### Signal wires on met1, run 1

Scale: 2 px per µm. Supply wires on this layer in grey.
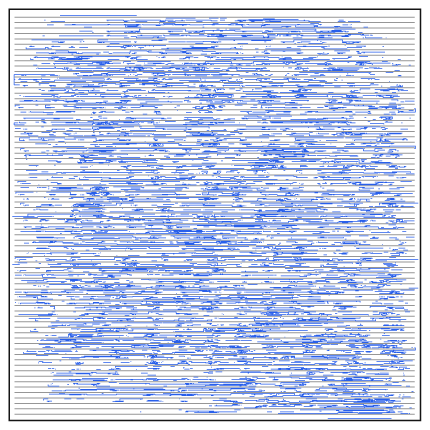
### Signal wires on met2, run 1

Scale: 1.5 px per µm.
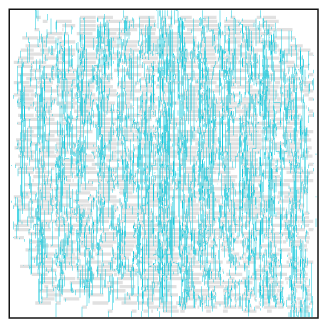
### M3 wires, run 1

Scale: 2 px per µm.
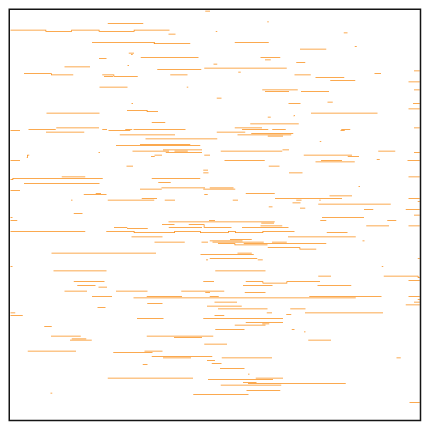
[config.mk]
export PLATFORM = sky130hd
export DESIGN_NAME = sram_fifo_ctrl
export DESIGN_NICKNAME = d
export VERILOG_FILES = /design/src/rtl/sram_fifo_ctrl_pkg.sv /design/src/rtl/gen_sram.sv /design/src/rtl/sram_fifo_ctrl.sv
export SDC_FILE = /design/constraint.sdc
export NUM_CORES = 1
export LEC_CHECK = 0
export CAP_MARGIN = 20
export CORE_MARGIN = 2
export CORE_UTILIZATION = 61
export CTS_CLUSTER_SIZE = 28
export DETAILED_ROUTE_END_ITERATION = 10
export PLACE_DENSITY_LB_ADDON = 0.12
export SLEW_MARGIN = 0
export SYNTH_ARGS = -nofsm -noshare
export SYNTH_HDL_FRONTEND = slang
export SYNTH_SLANG_ARGS = --single-unit
[constraint.sdc]
create_clock -name CLK -period 8.2 [get_ports CLK]
set_input_delay 1.23 -clock CLK [delete_from_list [all_inputs] [get_ports CLK]]
set_output_delay 1.23 -clock CLK [all_outputs]
set_load 0.01 [all_outputs]
[src/rtl/sram_fifo_ctrl_pkg.sv]
// Shared constants and helpers for the SRAM-backed FWFT FIFO controller.
package sram_fifo_ctrl_pkg;

  function automatic int unsigned clog2(input int unsigned v);
    int unsigned r;
    r = 0;
    for (int unsigned i = 0; i < 32; i++) begin
      if ((32'd1 << i) < v) r = i + 1;
    end
    return r;
  endfunction

  localparam int unsigned OBUF_DEPTH  = 2;
  localparam int unsigned SRAM_RD_LAT = 1;
  localparam int unsigned OBUF_CW     = clog2(OBUF_DEPTH + 1);

endpackage

[src/rtl/gen_sram.sv]
// SRAM macro model: one write port with byte strobes, one registered read port.
module gen_sram #(
  parameter int unsigned DW = 32,
  parameter int unsigned AW = 4
) (
  input  logic                    clk_i,
  input  logic                    en_w_i,
  input  logic [AW-1:0]           addr_w_i,
  input  logic [DW-1:0]           data_w_i,
  input  logic [(DW+7)/8-1:0]     wstrb_i,
  input  logic                    en_r_i,
  input  logic [AW-1:0]           addr_r_i,
  output logic [DW-1:0]           data_r_o
);

  logic [DW-1:0] mem_q [2**AW];
  logic [DW-1:0] wmask;

  for (genvar g = 0; g < DW; g++) begin : g_mask
    assign wmask[g] = wstrb_i[g/8];
  end

  // Storage is deliberately unreset; the controller never reads an unwritten word.
  always_ff @(posedge clk_i) begin
    if (en_w_i) mem_q[addr_w_i] <= (mem_q[addr_w_i] & ~wmask) | (data_w_i & wmask);
    if (en_r_i) data_r_o <= mem_q[addr_r_i];
  end

endmodule

[src/rtl/sram_fifo_ctrl.sv]
// FWFT FIFO controller: SRAM pointer/count management with read-ahead into a
// 2-entry output buffer that hides the SRAM read latency.
module sram_fifo_ctrl
  import sram_fifo_ctrl_pkg::*;
#(
  parameter int unsigned DW = 32,
  parameter int unsigned AW = 4
) (
  input  logic          CLK,
  input  logic          RSTn,
  input  logic          enq_valid,
  output logic          enq_ready,
  input  logic [DW-1:0] enq_data,
  output logic          deq_valid,
  input  logic          deq_ready,
  output logic [DW-1:0] deq_data,
  output logic [AW+1:0] count,
  input  logic          flush
);

  localparam int unsigned DP = 2**AW;
  localparam int unsigned CW = AW + 2;
  localparam int unsigned MW = AW + 1;
  localparam int unsigned OW = OBUF_CW + 1;

  logic [AW-1:0]          wptr_q, wptr_d;
  logic [AW-1:0]          rptr_q, rptr_d;
  logic [MW-1:0]          mem_cnt_q, mem_cnt_d;
  logic [SRAM_RD_LAT-1:0] inflight_q, inflight_d;
  logic [OBUF_CW-1:0]     obuf_cnt_q, obuf_cnt_d, obuf_cnt_tmp;
  logic [DW-1:0]          obuf_q [OBUF_DEPTH];
  logic [DW-1:0]          obuf_d [OBUF_DEPTH];

  logic          enq_fire, deq_fire, rd_issue, rd_data_vld;
  logic [OW-1:0] occ_after_deq;
  logic [DW-1:0] sram_rdata;

  assign enq_ready   = (mem_cnt_q < MW'(DP));
  assign deq_valid   = (obuf_cnt_q != '0);
  assign deq_data    = obuf_q[0];
  assign enq_fire    = enq_valid & enq_ready & ~flush;
  assign deq_fire    = deq_valid & deq_ready & ~flush;
  assign rd_data_vld = inflight_q[SRAM_RD_LAT-1];
  assign count       = CW'(mem_cnt_q) + CW'($countones(inflight_q)) + CW'(obuf_cnt_q);

  // Read ahead only while the buffer, counting words already in flight, has room.
  assign occ_after_deq = OW'(obuf_cnt_q) + OW'($countones(inflight_q)) - OW'(deq_fire);
  assign rd_issue      = ~flush & (mem_cnt_q != '0) & (occ_after_deq < OW'(OBUF_DEPTH));

  gen_sram #(
    .DW(DW),
    .AW(AW)
  ) u_sram (
    .clk_i   (CLK),
    .en_w_i  (enq_fire),
    .addr_w_i(wptr_q),
    .data_w_i(enq_data),
    .wstrb_i ('1),
    .en_r_i  (rd_issue),
    .addr_r_i(rptr_q),
    .data_r_o(sram_rdata)
  );

  always_comb begin
    wptr_d       = wptr_q;
    rptr_d       = rptr_q;
    mem_cnt_d    = mem_cnt_q;
    inflight_d   = inflight_q;
    obuf_cnt_d   = obuf_cnt_q;
    obuf_cnt_tmp = obuf_cnt_q;
    obuf_d       = obuf_q;
    if (flush) begin
      wptr_d     = '0;
      rptr_d     = '0;
      mem_cnt_d  = '0;
      inflight_d = '0;
      obuf_cnt_d = '0;
    end else begin
      if (enq_fire) wptr_d = wptr_q + AW'(1);
      if (rd_issue) rptr_d = rptr_q + AW'(1);
      mem_cnt_d  = mem_cnt_q + MW'(enq_fire) - MW'(rd_issue);
      inflight_d = (inflight_q << 1) | SRAM_RD_LAT'(rd_issue);
      // Pop first, then the arriving word lands in the first slot left free.
      if (deq_fire) begin
        obuf_d[0]    = obuf_q[1];
        obuf_cnt_tmp = obuf_cnt_q - OBUF_CW'(1);
      end
      if (rd_data_vld) begin
        if (obuf_cnt_tmp == '0) obuf_d[0] = sram_rdata;
        else                    obuf_d[1] = sram_rdata;
        obuf_cnt_d = obuf_cnt_tmp + OBUF_CW'(1);
      end else begin
        obuf_cnt_d = obuf_cnt_tmp;
      end
    end
  end

  always_ff @(posedge CLK or negedge RSTn) begin
    if (!RSTn) begin
      wptr_q     <= '0;
      rptr_q     <= '0;
      mem_cnt_q  <= '0;
      inflight_q <= '0;
      obuf_cnt_q <= '0;
      obuf_q[0]  <= '0;
      obuf_q[1]  <= '0;
    end else begin
      wptr_q     <= wptr_d;
      rptr_q     <= rptr_d;
      mem_cnt_q  <= mem_cnt_d;
      inflight_q <= inflight_d;
      obuf_cnt_q <= obuf_cnt_d;
      obuf_q     <= obuf_d;
    end
  end

  a_obuf_max: assert property (@(posedge CLK) disable iff (!RSTn)
    obuf_cnt_q <= OBUF_CW'(OBUF_DEPTH));
  a_obuf_no_overrun: assert property (@(posedge CLK) disable iff (!RSTn)
    !(rd_data_vld && !flush && !deq_fire && obuf_cnt_q == OBUF_CW'(OBUF_DEPTH)));
  a_mem_cnt_max: assert property (@(posedge CLK) disable iff (!RSTn)
    mem_cnt_q <= MW'(DP));

endmodule

==> run_results.csv, run 1 <==
group,metric,value,unit
pwr,p_comb_frac,0.187,
logic_synthesis,synth_cell_types,39,
sta,hold_viol_final,0,
logic_synthesis,ys_cells,1345,
logic_synthesis,ys_warn_count,0,
logic_synthesis,ys.flops,624,
pwr,power_frac_seq,0.489,
detailed_routing,ant_nets,0,
pwr,leakagePower,9.12,nW
logic_synthesis,postSynthCellCount,1345,
pwr,power_density,296,nW/µm²
detailed_routing,vias,12400,
layout,fillCellCount,2515,
detailed_routing,drt_first_pass_iters,7,
status,status,"completed",
clock_tree,cts_root_buf,"clkbuf_16",
logic_synthesis,synth_top_area_share,0.664,
clock_tree,ctsResizeCount,0,
detailed_routing,drt_iter0_markers,1154,
logic_synthesis,fp_nets,1404,
pwr,p_sw_frac,0.262,
floorplan,die_y,205,µm
logic_synthesis,async_flop_share,0.128,
pwr,internal_power,6.03,mW
placed_design,place_area,25700,µm²
floorplan,fp.dieW,205,µm
logic_synthesis,synth_seq_share,0.745,
layout,drive_above_1_share,0.162,
-- 'Signal wires on met1' (at the start) --
nets with wire on the layer: 1391
main direction: horizontal

-- 'Signal wires on met2' (at the start) --
share of all routed wire: 48%
longest straight run: 123 µm

-- 'M3 wires' (at the start) --
main direction: horizontal
wire length on this layer: 3360 µm
share of all routed wire: 6.5%
longest straight run: 111 µm

run 1: cells by family after synthesis:
logic type               after synthesis  share of synthesized area
buffers and inverters                129                     0.0309
AND-OR/OR-AND                        202                     0.0577
AND/OR/NAND/NOR                      131                     0.0236
XOR/XNOR                              11                    0.00391
adder cells (fa/ha/maj)               22                     0.0124
flip-flops                           624                      0.745
multiplexers                         226                      0.126
run 1: layout by cell type (no fill, tap or decap), types with 13 or more instances in the layout:
master and n:
a22oi_1 64, edfxtp_1 544, inv_1 21, buf_4 30, o21ai_0 46, clkdlybuf4s50_1 74, o21ai_1 21, clkbuf_16 59
nor2_1 15, ha_1 18, clkinv_1 19, dfrtp_1 78, mux2i_1 129, mux4_2 63, mux2_2 33, nor2_4 13
nand2_1 72, a221oi_1 64
run 1: sequential cells by signal, indices dropped and copies added, names as in the netlist:
name and flops:
obuf_cnt_q 2, rptr_q 4, wptr_q 4, u_sram.mem_q 512, u_sram.data_r_o 32, deq_data 32, obuf_q 32, mem_cnt_q 5
inflight_q 1
run 1: metrics by stage:
stage | std cells | setup WS (ps) | hold slack [ps]
2_1_floorplan | 1345 | 1270 | 451
3_3_place_gp | 1868 | 3200 | 463
3_5_place_dp | 1868 | 3150 | 471
4_1_cts | 1977 | 3760 | 486
5_1_grt | 1978 | 3380 | 513
6_report | 1978 | 3740 | 479
run 1: critical path, cell delays in order:
cell	delay, ps
buf_2	80
buf_4	520
nor2_1	150
ha_1	320
inv_1	60
ha_1	130
inv_1	50
fa_1	390
xor2_1	330
nor3_2	90
ha_1	320
inv_1	60
ha_1	150
inv_1	60
fa_1	420
nand2b_1	190
a21oi_1	180
or3_1	120
a21oi_1	60
run 1: worst paths after layout:
kind	start	end	slack [ps]	cells after the start
min reg2reg	deq_data[31]	deq_data[31]	480	2
max in group asynchronous	RSTn	obuf_q[12]	6590	2
min in group asynchronous	RSTn	mem_cnt_q[1]	590	1
min	deq_data[31]	deq_data[31]	480	2
max	flush	mem_cnt_q[4]	3740	19
max reg2reg	obuf_cnt_q[1]	mem_cnt_q[4]	3990	20
run 1: power by group through the flow:
| stage | clock network, mW | logic [mW] | registers [mW] |
|---|---|---|---|
| 2_1_floorplan | 0 | 1.22 | 3.94 |
| 3_3_place_gp | 0 | 1.51 | 4.05 |
| 3_5_place_dp | 0 | 1.53 | 4.06 |
| 4_1_cts | 2.68 | 1.54 | 4.00 |
| 5_1_grt | 2.81 | 1.68 | 4.03 |
| 6_report | 2.64 | 1.53 | 4.00 |
run 1: layout make-up:
class                           count  area share
Multi-Input combinational cell    592       0.205
Sequential cell                   624       0.665
Antenna cell                        1   0.0000907
Inverter                           21     0.00286
Clock buffer                       68      0.0548
Clock inverter                     41      0.0127
Timing Repair Buffer              106      0.0359
Tap cell                          525      0.0238
run 1: routing by layer:
metal / vias up / GRT usage / part of all wire
met5: - / 0 / 0
met4: 0 / 0.0791 / 0.024
li1: 5447 / - / -
met3: 91 / 0.0388 / 0.065
met1: 6456 / 0.375 / 0.43
met2: 448 / 0.410 / 0.48
==> run 1 -> run 2 <==
--- a/config.mk
+++ b/config.mk
@@ -7,7 +7,7 @@
 export LEC_CHECK = 0
 export CAP_MARGIN = 20
 export CORE_MARGIN = 2
-export CORE_UTILIZATION = 61
+export CORE_UTILIZATION = 55
 export CTS_CLUSTER_SIZE = 28
 export DETAILED_ROUTE_END_ITERATION = 10
 export PLACE_DENSITY_LB_ADDON = 0.12
==> constraint.sdc (replaced) <==
create_clock -name CLK -period 3.8 [get_ports CLK]
set_input_delay 0.57 -clock CLK [delete_from_list [all_inputs] [get_ports CLK]]
set_output_delay 0.57 -clock CLK [all_outputs]
set_load 0.01 [all_outputs]
### Signal wires on met2, run 2

Scale: 1 px per µm.
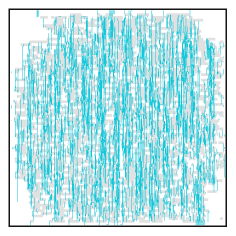
longest straight run: 91.1 µm
share of all routed wire: 49%
nets with wire on the layer: 1255
wire length on this layer: 26.3 mm
main direction: vertical

==> run_results.csv, run 2 <==
group,metric,value,unit
layout,final_common_cell,"edfxtp_1",
floorplan,die_y,216,µm
layout,instances_no_fill,2084,
sta,setup_viol,0,
layout,fillCellCount,3061,
logic_synthesis,postSynthCellCount,1345,
sta,hold_viol_final,0,
clock_tree,cts_root_buf,"clkbuf_16",
logic_synthesis,fp_nets,1404,
detailed_routing,vias,12500,
layout,drive_above_1_share,0.202,
floorplan,fp.dieW,216,µm
pwr,peakVddDrop,406,µV
pwr,power_density,641,nW/µm²
logic_synthesis,ys_cells,1345,
pwr,leakagePower,9.42,nW
logic_synthesis,synth_top_area_share,0.664,
placed_design,placed_cells_incl_taps,1968,
logic_synthesis,synth_cell_types,39,
status,status,"completed",
clock_tree,ctsResizeCount,0,
clock_tree,hold_buffers,0,
global_route,gr-total-overflow,0,
layout,final_layout_top_logic_cells,"edfxtp_1, mux2i_1, dfrtp_1, clkdlybuf4s50_1, nand2_1",
logic_synthesis,ys.flops,624,
-- run 2: cell counts after synthesis --
No cell type changed its count.
-- run 2: cell families after synthesis --
| kind of cell | Yosys count | synth area share |
|---|---|---|
| and+or+nand+nor | 131 | 0.0236 |
| muxes | 226 | 0.126 |
| xor gates and xnor gates | 11 | 0.00391 |
| adders and majority gates | 22 | 0.0124 |
| DFF | 624 | 0.745 |
| AOI/OAI and AO/OA | 202 | 0.0577 |
| buffers and inverters | 129 | 0.0309 |
-- run 2: cell type report --
| class | count | area share |
|---|---|---|
| repair buffers | 139 | 0.0486 |
| flip-flops and latches | 624 | 0.648 |
| clock inverters | 40 | 0.0108 |
| multi-input cells | 592 | 0.203 |
| inverters | 21 | 0.00278 |
| well taps | 592 | 0.0262 |
| clock buffers | 76 | 0.0603 |
-- run 2: routing by layer --
| metal | global-route usage | routed length [µm] | up-vias |
|---|---|---|---|
| li1 | - | - | 5536 |
| met1 | 0.336 | 23200 | 6437 |
| met2 | 0.385 | 26300 | 392 |
| met3 | 0.0385 | 2970 | 94 |
| met4 | 0.0641 | 1210 | 0 |
| met5 | 0 | 0 | - |
-- run 2: stage by stage --
step           area (µm²)  setup WS, ps  utilization  hold WS (ps)  power (mW)
4_1_cts             28300           281        0.640          48.6        18.3
5_1_grt             28300          85.3        0.640          96.0        18.9
3_3_place_gp        26300         -79.2        0.595           465        12.3
2_1_floorplan       24700          -567            -           274        11.2
3_5_place_dp        26300          -108        0.595           474        12.4
6_report            28300           292        0.640          42.6        18.2
-- run 2: power breakdown --
group          total [mW]  switching (mW)  internal, mW  leakage, nW
Sequential           8.54           0.388          8.15         5.92
Clock                5.97            2.52          3.45        0.994
Combinational        3.65            1.85          1.80         2.51
Total                18.2            4.75          13.4         9.42
-- run 2: worst paths after layout --
| kind | start | end | cells after the start | slack [ps] |
|---|---|---|---|---|
| setup / recovery | obuf_cnt_q[0] | mem_cnt_q[4] | 20 | 290 |
| hold / removal | RSTn | deq_data[3] | 1 | 40 |
| setup reg to reg | obuf_cnt_q[0] | mem_cnt_q[4] | 20 | 290 |
| hold reg to reg | deq_data[8] | deq_data[8] | 2 | 480 |
| max in group asynchronous | RSTn | rptr_q[0] | 2 | 2870 |
| min in group CLK | deq_data[8] | deq_data[8] | 2 | 480 |
-- run 2: worst max-delay path, stage by stage, from the launching register on --
cell      delay [ps]
dfrtp_1          320
inv_1            110
ha_4             190
nand2b_4         150
nor2_4           140
ha_4             220
inv_2             60
ha_4             120
inv_2             30
fa_2             550
nand2b_4          70
nor3_4           130
ha_1             250
inv_1             60
ha_2             180
inv_2             40
fa_2             330
nand2b_4         140
a21oi_2          120
or3_1            120
a21oi_1           50
==> run 2 -> run 3 <==
--- a/config.mk
+++ b/config.mk
@@ -7,7 +7,7 @@
 export LEC_CHECK = 0
 export CAP_MARGIN = 20
 export CORE_MARGIN = 2
-export CORE_UTILIZATION = 55
+export CORE_UTILIZATION = 65
 export CTS_CLUSTER_SIZE = 28
 export DETAILED_ROUTE_END_ITERATION = 10
 export PLACE_DENSITY_LB_ADDON = 0.12
==> constraint.sdc (replaced) <==
create_clock -name CLK -period 4.17 [get_ports CLK]
set_input_delay 0.6255 -clock CLK [delete_from_list [all_inputs] [get_ports CLK]]
set_output_delay 0.6255 -clock CLK [all_outputs]
set_load 0.01 [all_outputs]
### Signal wires on met2, run 3

Scale: 1.5 px per µm.
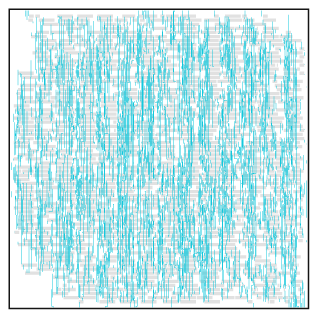
wire length on this layer: 24.9 mm
nets with wire on the layer: 1267

==> run_results.csv, run 3 <==
group,metric,value,unit
status,status,"completed",
placed_design,gp_congestion,0.741,
floorplan,core,37500,µm²
detailed_routing,vias,12500,
logic_synthesis,synth_cell_types,39,
pwr,power,16.1,mW
global_route,antenna_found_initial,0,
placed_design,place_area,26000,µm²
pwr,power_density,577,nW/µm²
logic_synthesis,ys_cells,1345,
logic_synthesis,synth_top_area_share,0.664,
setup_path,crit_chain,"inv_2 > ha_4 > nand2b_4 > nor2_4 > ha_4 > inv_2 > ha_4 > inv_2 > fa_2 > nand2b_4 > nor3_4 > ha_1 > inv_1 > ha_2 > inv_2 > fa_2 > nand2b_4 > a21oi_2 > or3_1 > a21oi_1",
floorplan,die_y,199,µm
sta,timing.final.ws_setup,520,ps
pwr,leakagePower,9.20,nW
detailed_routing,drt_first_pass_iters,6,
global_route,grt_pass1_vias,12600,
global_route,gr-total-overflow,0,
clock_tree,path_clk_slew,60,ps
setup_path,path_buffers,5,
sta,hold_slack,75.6,ps
logic_synthesis,fp_nets,1404,
layout,fillCellCount,2196,
floorplan,fp.dieW,199,µm
layout,drive_above_1_share,0.178,
logic_synthesis,ff_type,"edfxtp_1",
logic_synthesis,postSynthCellCount,1345,
placed_design,dp_slack,176,ps
setup_path,cp_slowest_cell,"fa_2",
sta,hold_viol_final,0,
setup_path,critPathArrivalTime,4110,ps
clock_tree,cts_root_buf,"clkbuf_16",
layout,final_common_cell,"edfxtp_1",
layout,final_layout_top_logic_cells,"edfxtp_1, mux2i_1, dfrtp_1, clkdlybuf4s50_1, nand2_1",
job,drv_cap,0,
logic_synthesis,ys.flops,624,
setup_path,cpMostUsedCell,"inv_2",
setup_path,cp_slowest_stage_delay,540,ps
clock_tree,ctsResizeCount,0,
layout,register_area,18300,µm²
sta,setup_viol,0,
layout,fin_area,27800,µm²
logic_synthesis,synth_seq_share,0.745,
layout,num_antenna_cells,0,
[run 3: power breakdown]
part / switching [mW] / internal (mW)
registers: 0.358 / 7.43
logic: 1.66 / 1.57
clock network: 2.18 / 2.88
total: 4.20 / 11.9
[run 3: worst paths after layout]
check                               from       endpoint  slack (ps)  cells past startpoint
max                        obuf_cnt_q[1]   mem_cnt_q[4]         520                     20
min                                 RSTn    deq_data[8]          80                      1
max reg2reg                obuf_cnt_q[1]   mem_cnt_q[4]         520                     20
min reg2reg                  deq_data[9]    deq_data[9]         480                      2
max in group asynchronous           RSTn  obuf_cnt_q[1]        3200                      2
min in group CLK             deq_data[9]    deq_data[9]         480                      2
[run 3: metrics by stage]
stage / cells / setup TNS, ps / util
6_report: 1978 / 0 / 0.742
4_1_cts: 1978 / 0 / 0.742
2_1_floorplan: 1345 / -196 / -
3_5_place_dp: 1869 / 0 / 0.694
5_1_grt: 1978 / 0 / 0.742
3_3_place_gp: 1869 / 0 / 0.694
[run 3: cell type report]
class                      count  area share
sequential                   624       0.659
multi-input combinational    592       0.206
clock buffer                  91      0.0603
timing repair buffer         121      0.0433
tap                          511      0.0230
clock inverter                18     0.00531
inverter                      21     0.00283
[run 3: per-layer routing]
metal  share of wire  vias to the layer above  GRT usage
li1                -                     5466          -
met1            0.42                     6512      0.385
met2            0.49                      475      0.436
met3           0.077                       73     0.0521
met4           0.017                        0     0.0611
met5               0                        -          0
[run 3: cells by family after synthesis]
logic type,share of synthesized area
adder cells (fa/ha/maj),0.0124
AND/OR/NAND/NOR,0.0236
AND-OR/OR-AND,0.0577
buffers and inverters,0.0309
XOR/XNOR,0.00391
multiplexers,0.126
flip-flops,0.745

==> notes/layouts.md <==
Pictures saved along the way, in no particular order.

Cell placement.
Plate I
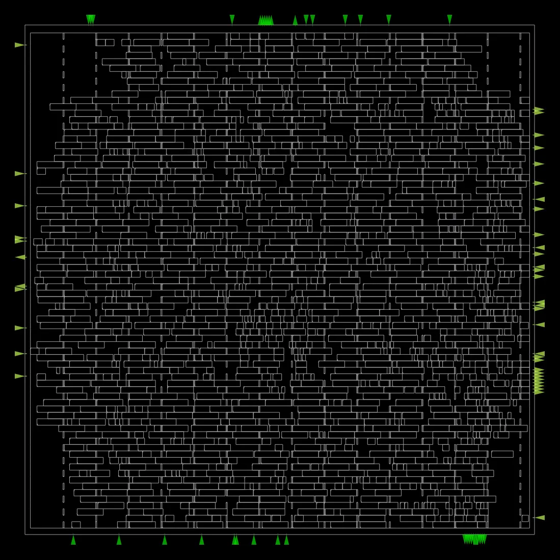
Plate II
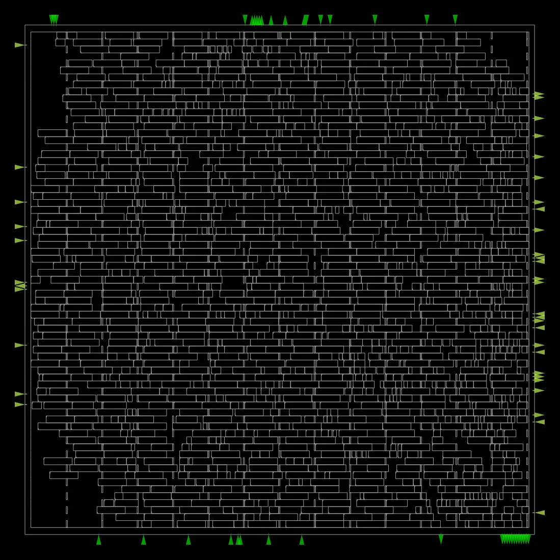
run 3: Plate II
run 2: Plate I

Power and IR drop assume default switching activity.
